`config.mk`:
```
export PLATFORM = sky130hd
export DESIGN_NAME = pc_fetch_unit
export DESIGN_NICKNAME = d
export VERILOG_FILES = /design/src/rtl/pc_fetch_unit.sv
export SDC_FILE = /design/constraint.sdc
export NUM_CORES = 1
export LEC_CHECK = 0
export CORE_AREA = 2 2 128 130
export DETAILED_ROUTE_END_ITERATION = 16
export DIE_AREA = 0 0 130 132
export GPL_TIMING_DRIVEN = 0
export PLACE_DENSITY = 0.83
export SLEW_MARGIN = 5
export SYNTH_ARGS = -nofsm -noshare
export SYNTH_HDL_FRONTEND = slang
export SYNTH_SLANG_ARGS = --single-unit
export TNS_END_PERCENT = 20
```
`constraint.sdc`:
```
create_clock -name clk -period 4.8 [get_ports clk]
set_input_delay 1.44 -clock clk [delete_from_list [all_inputs] [get_ports clk]]
set_output_delay 1.44 -clock clk [all_outputs]
set_load 0.1 [all_outputs]
```
`src/rtl/pc_fetch_unit.sv`:
```
// Instruction-fetch stage: owns the PC, fetches from a variable-latency imem,
// holds the instruction for decode/execute and selects the next PC.
module pc_fetch_unit #(
    parameter logic [31:0] RESET_PC  = 32'h0000_0000,
    parameter logic [31:0] NOP_INSTR = 32'h0000_0013
) (
    input  logic        clk,
    input  logic        rst_n,
    input  logic [1:0]  PCSrc,
    input  logic [31:0] ImmExt,
    input  logic [31:0] ALUResult,
    input  logic        stall,
    output logic        imem_req,
    output logic [31:0] imem_addr,
    input  logic        imem_ready,
    input  logic [31:0] imem_rdata,
    output logic [31:0] PC,
    output logic [31:0] PCPlus4,
    output logic [31:0] Instr,
    output logic        instr_valid,
    output logic        misalign_err,
    output logic [31:0] retire_count
);

    localparam int unsigned XLEN = 32;

    typedef enum logic [1:0] {
        IDLE  = 2'd0,
        FETCH = 2'd1,
        EXEC  = 2'd2,
        HALT  = 2'd3
    } state_t;

    state_t            state, state_next;
    logic [XLEN-1:0]   pc_q, pc_d;
    logic [XLEN-1:0]   instr_q, instr_d;
    logic [XLEN-1:0]   retire_q, retire_d;
    logic              err_q, err_d;
    logic              req_q, req_d;
    logic              valid_q, valid_d;
    logic [XLEN-1:0]   next_pc;

    // Next-PC select; the jalr target has bit 0 cleared before the alignment check.
    always_comb begin
        next_pc = pc_q + XLEN'(4);
        case (PCSrc)
            2'b01:   next_pc = pc_q + ImmExt;
            2'b10:   next_pc = ALUResult & ~XLEN'(1);
            default: next_pc = pc_q + XLEN'(4);
        endcase
    end

    // Next-state and datapath update.
    always_comb begin
        state_next = state;
        pc_d       = pc_q;
        instr_d    = instr_q;
        retire_d   = retire_q;
        err_d      = err_q;
        case (state)
            IDLE: state_next = FETCH;
            FETCH: begin
                if (imem_ready) begin
                    instr_d    = imem_rdata;
                    state_next = EXEC;
                end
            end
            EXEC: begin
                if (!stall) begin
                    instr_d = NOP_INSTR;
                    if (next_pc[1:0] != 2'b00) begin
                        err_d      = 1'b1;
                        state_next = HALT;
                    end else begin
                        pc_d       = next_pc;
                        retire_d   = retire_q + XLEN'(1);
                        state_next = FETCH;
                    end
                end
            end
            HALT: state_next = HALT;
            default: state_next = IDLE;
        endcase
        req_d   = (state_next == FETCH);
        valid_d = (state_next == EXEC);
    end

    always_ff @(posedge clk) begin
        if (!rst_n) begin
            state <= IDLE;
        end else begin
            state <= state_next;
        end
    end

    always_ff @(posedge clk) begin
        if (!rst_n) begin
            pc_q     <= RESET_PC;
            instr_q  <= NOP_INSTR;
            retire_q <= '0;
            err_q    <= 1'b0;
            req_q    <= 1'b0;
            valid_q  <= 1'b0;
        end else begin
            pc_q     <= pc_d;
            instr_q  <= instr_d;
            retire_q <= retire_d;
            err_q    <= err_d;
            req_q    <= req_d;
            valid_q  <= valid_d;
        end
    end

    assign PC           = pc_q;
    assign PCPlus4      = pc_q + XLEN'(4);
    assign imem_addr    = pc_q;
    assign imem_req     = req_q;
    assign instr_valid  = valid_q;
    assign Instr        = instr_q;
    assign misalign_err = err_q;
    assign retire_count = retire_q;

endmodule
```
Figure 1. Placement view.
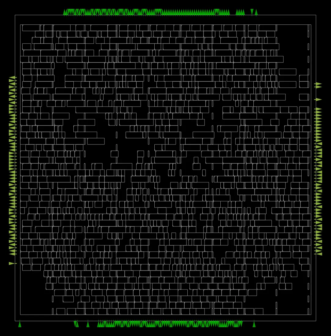
Final Non-Filler Cells: 1399
final core utilization: 65.0%
Flop Count: 101
flop share of the area: 19.8%

Figure 2. Cell sizes after repair.
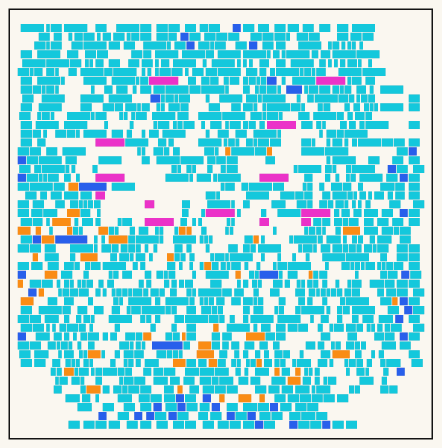
| size | colour | cells | share |
|---|---|---|---|
| _3 and _4 cells | blue | 42 | 3.6% |
| _2 cells | orange | 46 | 3.9% |
| _0 and _1 cells | cyan | 1082 | 91% |
| _6 and larger | magenta | 13 | 1.1% |
slack of the critical path: 141 ps
Area growth syn-to-layout: 45.4%
final instance area: 10200 sq um

Figure 3. I/O pins on the die edge.
Scale bar: 50 um. Pins as bars across the die edge, other pins in grey.
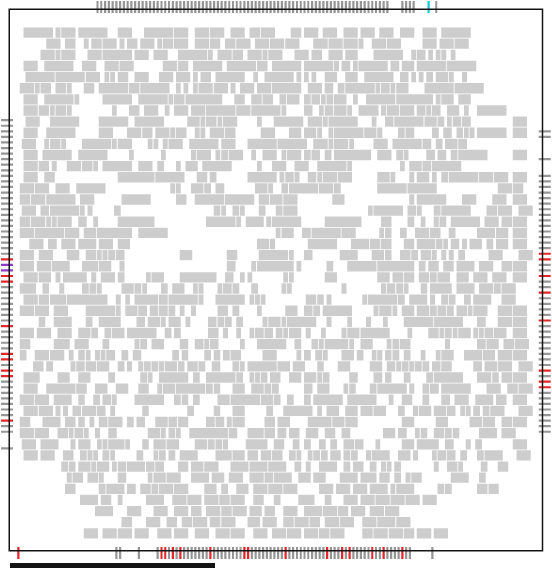
| port | colour | pins | direction | edge |
|---|---|---|---|---|
| clk | cyan | 1 | input | north |
| PCSrc | purple | 2 | input | west |
| ALUResult | red | 32 | input | 15 south, 9 west, 8 east |
all pins by edge: 84 north, 73 south, 58 west, 50 east
Die Wd: 130 um
die y size: 132 um

==> flow_summary.json <==
{
  "met3_usage_pct": 5.40,
  "highest_layer": "met4",
  "aoi_share_pct": 24.8,
  "clockBufferCount": 9,
  "cp_slowest_stage_delay_ps": 580,
  "cts_hold_buf": 0,
  "grt_setup_unrepaired": "false",
  "slew_headroom_pct": 29.6,
  "mux_area_share_pct": 0.873,
  "logic_gates": 705,
  "area_leaders": "dfxtp_1 29%, ha_1 6.2%, xnor2_1 5.9%",
  "cts.repair.resized": 34,
  "grt_pass1_wl_um": 39400,
  "yosys.area.top_type": "dfxtp_1",
  "cp.arrival_ps": 3220,
  "avgViaCountPerCell": 5.73,
  "p_leak_nw": 4.05,
  "maxSlewViolCount": 0,
  "worst-path-stages": 8,
  "edf_count": 0,
  "path_class": "register to output pin",
  "root_buffer": "clkbuf_16",
  "status": "completed",
  "taps": 216,
  "comb_share_pct": 44.3,
  "post-route-min-period_ps": 4660,
  "synthCells": 905,
  "fp_nets": 1043,
  "max_cap_viol_count": 0,
  "xor_area_share_pct": 9.11,
  "first_iter_violations": 794,
  "synth.logic.top_family": "AND-OR/OR-AND gates",
  "bufAreaShareNonClock_pct": 29.8,
  "crit_chain": "ha_1 > nand3_1 > or2_1 > buf_2 > nor3_4 > nand4_1 > xnor2_4 > clkdlybuf4s15_2",
  "num_vias": 8019,
  "layout-drive-gt1-share_pct": 8.54,
  "largest_class": "combinational gates",
  "p_int_w": 0.00142,
  "adder_share_pct": 6.52,
  "yosys_cells": 905,
  "seq-power_w": 0.000880,
  "top_cells_by_count": "108 x nor2_1, 101 x dfxtp_1, 89 x nand2_1",
  "wl_per_cell_um": 18.3,
  "mi_logic_area_sq_um": 4530,
  "clock_skew_ps": 7.03,
  "clk_latency_ps": 340,
  "ys_sh_simple_pct": 22.6,
  "n_all_buffers": 344,
  "holdWs_ps": 473
}
Figure 4. Zoomed window.
Region (88, 89) to (108, 109) um. Cells in grey, sequential cells in the stronger grey; small squares are vias.
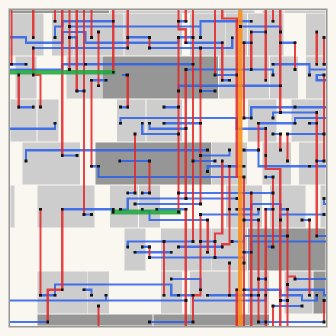
| layer | colour |
|---|---|
| metal 1 | blue |
| metal 4 | orange |
| metal 3 | green |
| metal 2 | red |
most frequent: xor2_1 (6), nor2_1 (4), nand2_1 (4)
netlist names of flops here include: retire_count (3)
sequential cells in the window: 3
cells with their middle in the window: 38

Figure 5. Cell density map.
13 x 13 tiles, from white (low) to dark blue (high), 0 to 100% covered.
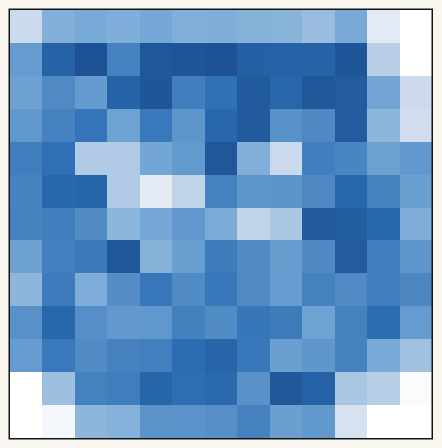
tiles over 75% full: 21%
mean over tiles: 58%
fullest tile: 86%
core area: 15700 sq um
core utilization at floorplan: 44.7%

